<file path="src/rtl/uart_cmd_bridge.sv">
// rtl/uart_cmd_bridge.sv - UART byte-stream to 32-bit memory bus command bridge
// Decodes W/R/? frames from the receive handshake, runs one bus cycle, streams the reply back.
module uart_cmd_bridge #(
   parameter logic [7:0]  ID_BYTE        = 8'hA5,
   parameter int unsigned TIMEOUT_CYCLES = 50_000_000
) (
   input  logic        sys_clk,
   input  logic        sys_rst_n,
   input  logic        uart_rec_req,
   output logic        uart_rec_ack,
   input  logic [7:0]  uart_data_out,
   output logic        uart_send_req,
   input  logic        uart_send_ack,
   output logic [7:0]  uart_data_in,
   output logic [23:0] mem_addr,
   output logic [31:0] mem_wdata,
   output logic        mem_write,
   output logic        mem_read,
   input  logic [31:0] mem_rdata,
   input  logic        mem_waitrequest
);

   localparam int TW = $clog2(TIMEOUT_CYCLES + 1);
   localparam logic [TW-1:0] TMO_LAST = TW'(TIMEOUT_CYCLES - 1);

   localparam logic [2:0] ST_IDLE      = 3'd0;
   localparam logic [2:0] ST_GET_ADDR  = 3'd1;
   localparam logic [2:0] ST_GET_DATA  = 3'd2;
   localparam logic [2:0] ST_BUS_WR    = 3'd3;
   localparam logic [2:0] ST_BUS_RD    = 3'd4;
   localparam logic [2:0] ST_SEND      = 3'd5;
   localparam logic [2:0] ST_SEND_WAIT = 3'd6;

   localparam logic [7:0] OP_WRITE = 8'h57;
   localparam logic [7:0] OP_READ  = 8'h52;
   localparam logic [7:0] OP_ID    = 8'h3F;
   localparam logic [7:0] RSP_OK   = 8'h6B;
   localparam logic [7:0] RSP_ERR  = 8'h21;

   logic [2:0]    state;
   logic [1:0]    byte_cnt;
   logic [2:0]    remain;
   logic [23:0]   rd_sh;
   logic [TW-1:0] tmo_cnt;
   logic          is_wr;
   logic          rx_state;
   logic          take;
   logic          tmo_hit;

   // Bytes are only accepted while assembling a frame; otherwise req is left pending.
   assign rx_state = (state == ST_IDLE) || (state == ST_GET_ADDR) || (state == ST_GET_DATA);
   assign take     = uart_rec_req && !uart_rec_ack && rx_state;
   assign tmo_hit  = (tmo_cnt == TMO_LAST);

   always_ff @(posedge sys_clk or negedge sys_rst_n) begin
      if (!sys_rst_n) begin
         state         <= ST_IDLE;
         byte_cnt      <= '0;
         remain        <= '0;
         rd_sh         <= '0;
         tmo_cnt       <= '0;
         is_wr         <= 1'b0;
         uart_rec_ack  <= 1'b0;
         uart_send_req <= 1'b0;
         uart_data_in  <= '0;
         mem_addr      <= '0;
         mem_wdata     <= '0;
         mem_write     <= 1'b0;
         mem_read      <= 1'b0;
      end else begin
         if (take)
            uart_rec_ack <= 1'b1;
         else if (uart_rec_ack && !uart_rec_req)
            uart_rec_ack <= 1'b0;

         case (state)
            ST_IDLE: begin
               if (take) begin
                  tmo_cnt  <= '0;
                  byte_cnt <= '0;
                  case (uart_data_out)
                     OP_WRITE: begin
                        is_wr <= 1'b1;
                        state <= ST_GET_ADDR;
                     end
                     OP_READ: begin
                        is_wr <= 1'b0;
                        state <= ST_GET_ADDR;
                     end
                     OP_ID: begin
                        uart_data_in  <= ID_BYTE;
                        uart_send_req <= 1'b1;
                        remain        <= 3'd1;
                        state         <= ST_SEND;
                     end
                     default: begin
                        uart_data_in  <= RSP_ERR;
                        uart_send_req <= 1'b1;
                        remain        <= 3'd1;
                        state         <= ST_SEND;
                     end
                  endcase
               end
            end

            ST_GET_ADDR: begin
               if (take) begin
                  mem_addr <= {mem_addr[15:0], uart_data_out};
                  tmo_cnt  <= '0;
                  if (byte_cnt == 2'd2) begin
                     byte_cnt <= '0;
                     if (is_wr) begin
                        state <= ST_GET_DATA;
                     end else begin
                        mem_read <= 1'b1;
                        state    <= ST_BUS_RD;
                     end
                  end else begin
                     byte_cnt <= byte_cnt + 2'd1;
                  end
               end else if (tmo_hit) begin
                  tmo_cnt  <= '0;
                  byte_cnt <= '0;
                  state    <= ST_IDLE;
               end else begin
                  tmo_cnt <= tmo_cnt + 1'b1;
               end
            end

            ST_GET_DATA: begin
               if (take) begin
                  mem_wdata <= {mem_wdata[23:0], uart_data_out};
                  tmo_cnt   <= '0;
                  if (byte_cnt == 2'd3) begin
                     byte_cnt  <= '0;
                     mem_write <= 1'b1;
                     state     <= ST_BUS_WR;
                  end else begin
                     byte_cnt <= byte_cnt + 2'd1;
                  end
               end else if (tmo_hit) begin
                  tmo_cnt  <= '0;
                  byte_cnt <= '0;
                  state    <= ST_IDLE;
               end else begin
                  tmo_cnt <= tmo_cnt + 1'b1;
               end
            end

            ST_BUS_WR: begin
               if (!mem_waitrequest) begin
                  mem_write     <= 1'b0;
                  uart_data_in  <= RSP_OK;
                  uart_send_req <= 1'b1;
                  remain        <= 3'd1;
                  state         <= ST_SEND;
               end
            end

            ST_BUS_RD: begin
               if (!mem_waitrequest) begin
                  mem_read      <= 1'b0;
                  uart_data_in  <= mem_rdata[31:24];
                  rd_sh         <= mem_rdata[23:0];
                  uart_send_req <= 1'b1;
                  remain        <= 3'd4;
                  state         <= ST_SEND;
               end
            end

            ST_SEND: begin
               if (uart_send_ack) begin
                  uart_send_req <= 1'b0;
                  state         <= ST_SEND_WAIT;
               end
            end

            ST_SEND_WAIT: begin
               // Next byte (or IDLE) only once the transmitter has released its ack.
               if (!uart_send_ack) begin
                  if (remain == 3'd1) begin
                     remain <= '0;
                     state  <= ST_IDLE;
                  end else begin
                     uart_data_in  <= rd_sh[23:16];
                     rd_sh         <= {rd_sh[15:0], 8'h00};
                     uart_send_req <= 1'b1;
                     remain        <= remain - 3'd1;
                     state         <= ST_SEND;
                  end
               end
            end

            default: state <= ST_IDLE;
         endcase
      end
   end

endmodule

</file>
<file path="config.mk">
export PLATFORM = sky130hd
export DESIGN_NAME = uart_cmd_bridge
export DESIGN_NICKNAME = d
export VERILOG_FILES = /design/src/rtl/uart_cmd_bridge.sv
export SDC_FILE = /design/constraint.sdc
export NUM_CORES = 1
export LEC_CHECK = 0
export CAP_MARGIN = 20
export CORE_MARGIN = 3
export CORE_UTILIZATION = 24
export CTS_CLUSTER_SIZE = 25
export DETAILED_ROUTE_END_ITERATION = 6
export GPL_TIMING_DRIVEN = 0
export REMOVE_ABC_BUFFERS = 1
export SLEW_MARGIN = 5
export SYNTH_ARGS = -nofsm -noshare
export SYNTH_HDL_FRONTEND = slang
export SYNTH_SLANG_ARGS = --single-unit
</file>
<file path="constraint.sdc">
create_clock -name sys_clk -period 4.6 [get_ports sys_clk]
set_input_delay 0.92 -clock sys_clk [delete_from_list [all_inputs] [get_ports sys_clk]]
set_output_delay 0.92 -clock sys_clk [all_outputs]
set_load 0.005 [all_outputs]
</file>
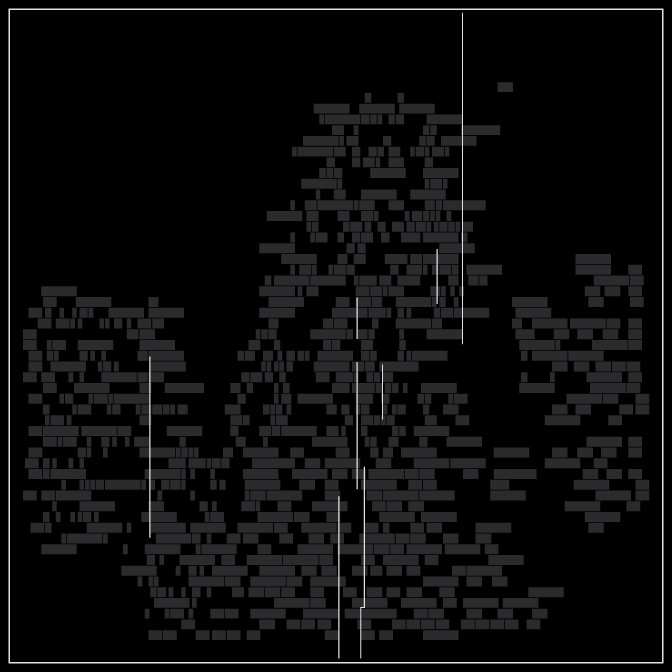
Run 1: M4 wires
Cells faint in the background.
The wires run mostly vertical. The layer carries 289 um of wire.
drt total wl: 15000 um
DR vias: 4607

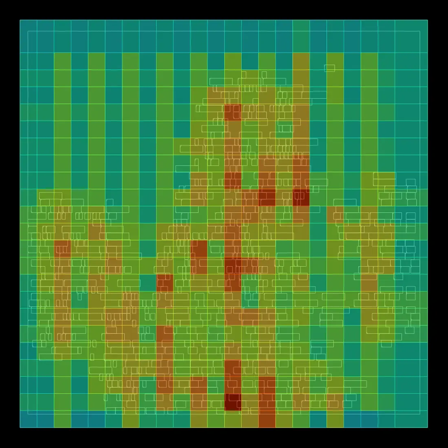
Run 1: routing congestion
Top Usage Layer GRT: met2
Overall Global Routing Usage: 0.114
post-layout util: 0.332

==> changes_impl.md, run 1 <==
### Implementation results

* Clock Pin Slew Worst Setup and Hold Paths at 60 ps
* Startpoint Class: register
* Max-Cap Viols at 0
* Flip-flops with a built-in enable at 0
* Outcome: complete, no violations
* Met3 usage at 0.0251
* Combinational power share at 0.345
* Metal-1 WL at 7120 um
* ANT cells at 0
* Min-Delay Path Class: primary input to asynchronous set/reset pin
* Post-CTS setup buffer count at 0
* Cell with the most instances after synthesis: dfrtp_1
* Clock skew at 13.1 ps
* Top cell area share at 0.523
* P_sw at 1.57 mW
* Tool Warnings at 29
* Dominant logic cell type in the layout: dfrtp_1
* Adder share at 0.0144
* Top area cell types: dfrtp_1, mux2_2, nand2_1, nor2_1, o21ai_0
* Top post-synthesis cells by count: dfrtp_1, nand2_1, mux2_2
* Top Registers: mem_wdata: 32 flops, tmo_cnt: 26 flops
* Reg2reg setup slack at 1490 ps
* Leak pwr at 3.45 nW
* Switching Fraction at 0.319
* Remaining Overflow, GRT at 0
* WP data arrival at 3410 ps
* Setup violators final at 0
* Cell taking the most area after synthesis: dfrtp_1
* Die H at 165 um
* Setup ws final at 1490 ps
* CP required at 4900 ps
* Post-synth top flop: dfrtp_1
* RSZ-0062 raised after global routing: no
* # Cells Yosys at 576
* GPL Wtd Cong at 0.789
* Worst path buffer plus inverter count at 0
* Inst Count DP at 987
* Late-Pin Clk Latency at 420 ps
* Power Dens Cells at 603 mW/mm^2
* CP max-delay cell: dfrtp_1
* Clock Power at 1.39 mW
* Largest net degree at the start of global routing at 72
* WL met2 at 6990 um
* Vias in the first global route at 4568
* Fp_density at 0.247
* Initial antenna violation count at 0
* H-tree depth at 4
* YS warnings at 0
* And+or+nand+nor area frac at 0.172
* Ys flops at 127
* Most frequent cells in the layout: dfrtp_1, clkdlybuf4s50_1, nand2_1, mux2_2, nor2_1
* Largest Register: mem_wdata
* Final hold violation count at 0
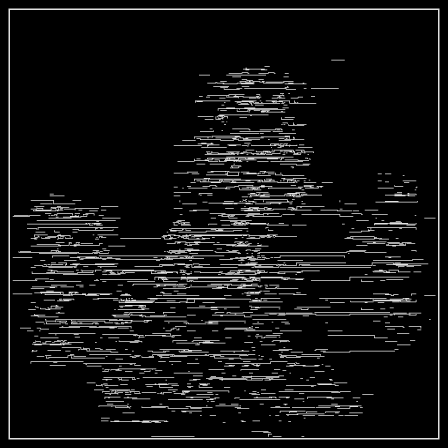
Run 1: metal 1
The layer holds 47% of the routed length. The wires run mostly horizontal. 662 nets have wire on it.
M1 GR Usage: 0.151

==> run 1: worst reg2reg max path, cell delays in order, from the launching register on <==
cell and delay [ps]:
dfrtp_1 900, nor2b_1 840, nand2_1 770, o31ai_1 500
==> run 1: cell type report <==
cell class | instances | area [um^2]
fillers | 2474 | 16400
clock buffers | 23 | 478
well taps | 324 | 405
flip-flops and latches | 127 | 3180
clock inverters | 9 | 131
inverters | 14 | 52.6
repair buffers | 115 | 1200
multi-input cells | 408 | 2720
==> run 1: through the flow <==
stage	hold slack, ps	util	cell area (um^2)
final	457	0.332	8170
after global placement	449	0.304	7480
after CTS	469	0.331	8140
after detailed placement	455	0.306	7530
after global routing	498	0.332	8170
after floorplan	439	-	5950
==> run 2: changes to the inputs <==
==> constraint.sdc (replaced) <==
create_clock -name sys_clk -period 3.1 [get_ports sys_clk]
set_input_delay 0.62 -clock sys_clk [delete_from_list [all_inputs] [get_ports sys_clk]]
set_output_delay 0.62 -clock sys_clk [all_outputs]
set_load 0.005 [all_outputs]
==> run 2 against run 1 <==
Utilization hardly changed. Clock skew is essentially flat. Area after synthesis is the same. Maximum frequency grew 13%. Worst setup slack worse by 1200 ps. Largest power group unchanged. Power is 48% higher.
==> changes_impl.md, run 2 <==
### Implementation results

* Cell taking the most area after synthesis: dfrtp_1
* Top Usage Layer GRT: met2
* Startpoint Class: register
* Leak pwr at 3.45 nW (about the same)
* Remaining Overflow, GRT at 0 (unchanged)
* NonClk Buf Share at 0.147 (about the same)
* YS warnings at 0 (unchanged)
* Ys flops at 127 (unchanged)
* Largest Register: mem_wdata
* Seq area share at 0.389 (about the same)
* Setup violators final at 0 (unchanged)
* Seq_cells at 127 (unchanged)
* Most frequent cells in the layout: dfrtp_1, clkdlybuf4s50_1, nand2_1, mux2_2, nor2_1
* Inst Count DP at 987 (unchanged)
* ANT cells at 0 (unchanged)
* Metal-1 WL at 7080 um (-0.52%)
* Min-Delay Path Class: primary input to asynchronous set/reset pin
* Top Registers: mem_wdata: 32 flops, tmo_cnt: 26 flops
* Vias in the first global route at 4575 (+0.15%)
* Clock skew at 12.9 ps (-0.207 ps)
* WP data arrival at 3070 ps (-340 ps)
* Flop area at 0.00318 mm^2 (about the same)
* Flip-flops with a built-in enable at 0 (unchanged)
* RSZ-0062 raised after global routing: no
* Dominant logic cell type in the layout: dfrtp_1
* H-tree depth at 4 (unchanged)
* Switching Fraction at 0.319 (about the same)
* P_sw at 2.34 mW (+48%)
* Worst path buffer plus inverter count at 0 (unchanged)
* Clock Pin Slew Worst Setup and Hold Paths at 60 ps (about the same)
* Gate Area at 0.00272 mm^2 (about the same)
* Power Dens Cells at 894 mW/mm^2 (+48%)
* Clkbuf count at 23 (unchanged)
* Die H at 165 um (unchanged)
* Cell with the most instances after synthesis: dfrtp_1
* Outcome: complete, no violations
* CP required at 3400 ps (-1500 ps)
* CP max-delay cell: dfrtp_1
==> run 2: cell types whose count changed in the layout (fill, tap and decap cells not counted) <==
cell | before | now
nor2b_2 | 0 | 1
nor2b_1 | 9 | 8
dfrtp_2 | 0 | 1
dfrtp_1 | 127 | 126
==> run 2: logic make-up after synthesis <==
logic type	Yosys count	synth area share
buffers and inverters	41	0.0286
muxes	64	0.118
and+or+nand+nor	213	0.172
DFF	127	0.523
adders and majority gates	7	0.0144
xor gates and xnor gates	18	0.0260
AOI/OAI and AO/OA	106	0.117
==> run 2: stage by stage <==
step                 util  cell area (um^2)  TNS (ps)
floorplan               -              5950         0
global placement    0.304              7480   -510720
detailed placement  0.306              7530     -1570
CTS                 0.331              8150         0
global route        0.332              8180         0
finish              0.332              8180         0
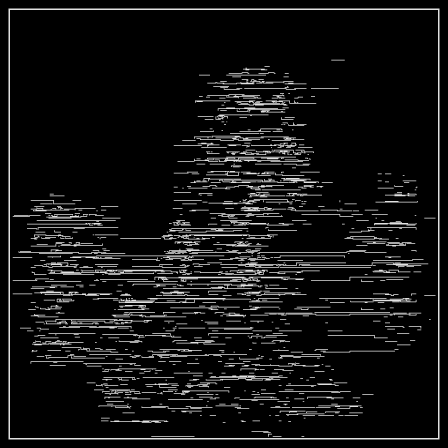
Run 2: metal 1
drt total wl: 15000 um
DR vias: 4631

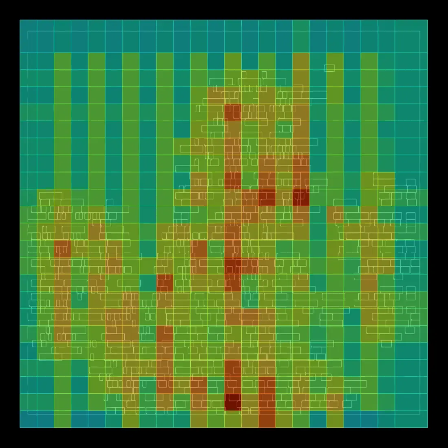
Run 2: routing congestion
M2 GR Usage: 0.182
Overall Global Routing Usage: 0.114
wire length per cell: 14.7 um
met3 usage: 0.0251

==> run 3: changes to the inputs <==
--- a/config.mk
+++ b/config.mk
@@ -10,6 +10,7 @@
 export CORE_UTILIZATION = 24
 export CTS_CLUSTER_SIZE = 25
 export DETAILED_ROUTE_END_ITERATION = 6
+export GPL_ROUTABILITY_DRIVEN = 0
 export GPL_TIMING_DRIVEN = 0
 export REMOVE_ABC_BUFFERS = 1
 export SLEW_MARGIN = 5
==> constraint.sdc (replaced) <==
create_clock -name sys_clk -period 3.4 [get_ports sys_clk]
set_input_delay 0.68 -clock sys_clk [delete_from_list [all_inputs] [get_ports sys_clk]]
set_output_delay 0.68 -clock sys_clk [all_outputs]
set_load 0.005 [all_outputs]
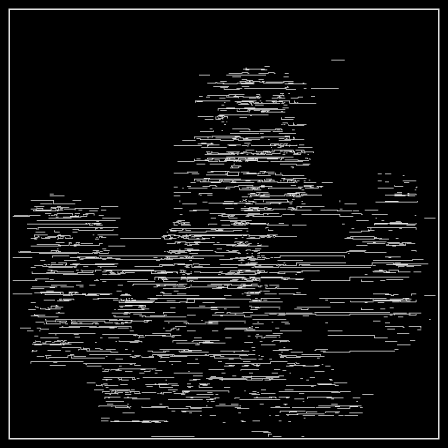
Run 3: metal 1
drt total wl: 15000 um
DR vias: 4604

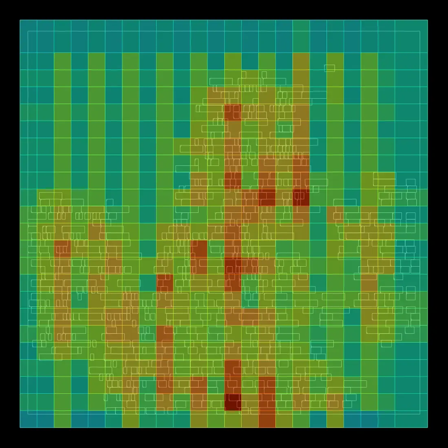
Run 3: routing congestion
post-layout util: 0.332
Overall Global Routing Usage: 0.114
wire length per cell: 14.7 um

==> run 3 against run 2 <==
Flip-flop count did not move. Design area barely moved. Highest routed layer unchanged. Global-route usage barely moved. Largest cell class unchanged.
==> changes_impl.md, run 3 <==
### Implementation results

* Startpoint Class: register
* Met3 usage at 0.0251 (unchanged)
* Top Registers: mem_wdata: 32 flops, tmo_cnt: 26 flops
* Setup violators final at 0 (unchanged)
* H-tree depth at 4 (unchanged)
* Power Dens Cells at 816 mW/mm^2 (-8.8%)
* AO/OA Area Share at 0.117 (unchanged)
* Min-Delay Path Class: primary input to asynchronous set/reset pin
* Worst path buffer plus inverter count at 0 (unchanged)
* Switching Fraction at 0.320 (about the same)
* ANT cells at 0 (unchanged)
* Largest logic family: simple AND/OR/NAND/NOR gates
* Flop area at 0.00318 mm^2 (about the same)
* Dominant logic cell type in the layout: dfrtp_1
* Inst Count DP at 987 (unchanged)
* Die H at 165 um (unchanged)
* Post-Synth XOR/XNOR Area at 0.0260 (unchanged)
* Clock skew at 13.1 ps (+0.207 ps)
* Metal-1 WL at 7120 um (+0.58%)
* Final Cell Area at 0.00817 mm^2 (about the same)
* Cell taking the most area after synthesis: dfrtp_1
* CP required at 3660 ps (+260 ps)
* Clkbuf count at 23 (unchanged)
* Seq_cells at 127 (unchanged)
* CP max-delay cell: dfrtp_1
* Setup TNS Final at 0 ps (unchanged)
* RSZ-0062 raised after global routing: no
* YS warnings at 0 (unchanged)
* Post-synthesis mux area share at 0.118 (unchanged)
* DP Area at 0.00753 mm^2 (unchanged)
* P_sw at 2.13 mW (-8.7%)
* And+or+nand+nor area frac at 0.172 (unchanged)
* Seq area share at 0.389 (about the same)
* M2 GR Usage at 0.182 (unchanged)
* Clock Pin Slew Worst Setup and Hold Paths at 60 ps (about the same)
* Cell with the most instances after synthesis: dfrtp_1
* Outcome: complete, no violations
* Flip-flops with a built-in enable at 0 (unchanged)
* Vias in the first global route at 4568 (-0.15%)
run 3: final timing paths:
check / startpoint / endpoint / slack, ps
worst min-delay path: sys_rst_n / tmo_cnt[21]$_DFFE_PN0P_ / 220
max in group asynchronous: sys_rst_n / mem_addr[14]$_DFFE_PN0N_ / 2450
worst max register to register: state[1]$_DFFE_PN0P_ / tmo_cnt[15]$_DFFE_PN0P_ / 370
min in group sys_clk: rd_sh[4]$_DFFE_PN0P_ / rd_sh[4]$_DFFE_PN0P_ / 470
worst min register to register: rd_sh[4]$_DFFE_PN0P_ / rd_sh[4]$_DFFE_PN0P_ / 470
worst max-delay path: state[1]$_DFFE_PN0P_ / tmo_cnt[15]$_DFFE_PN0P_ / 370
Power figures rest on the tool's default switching activity, not on a simulated workload.
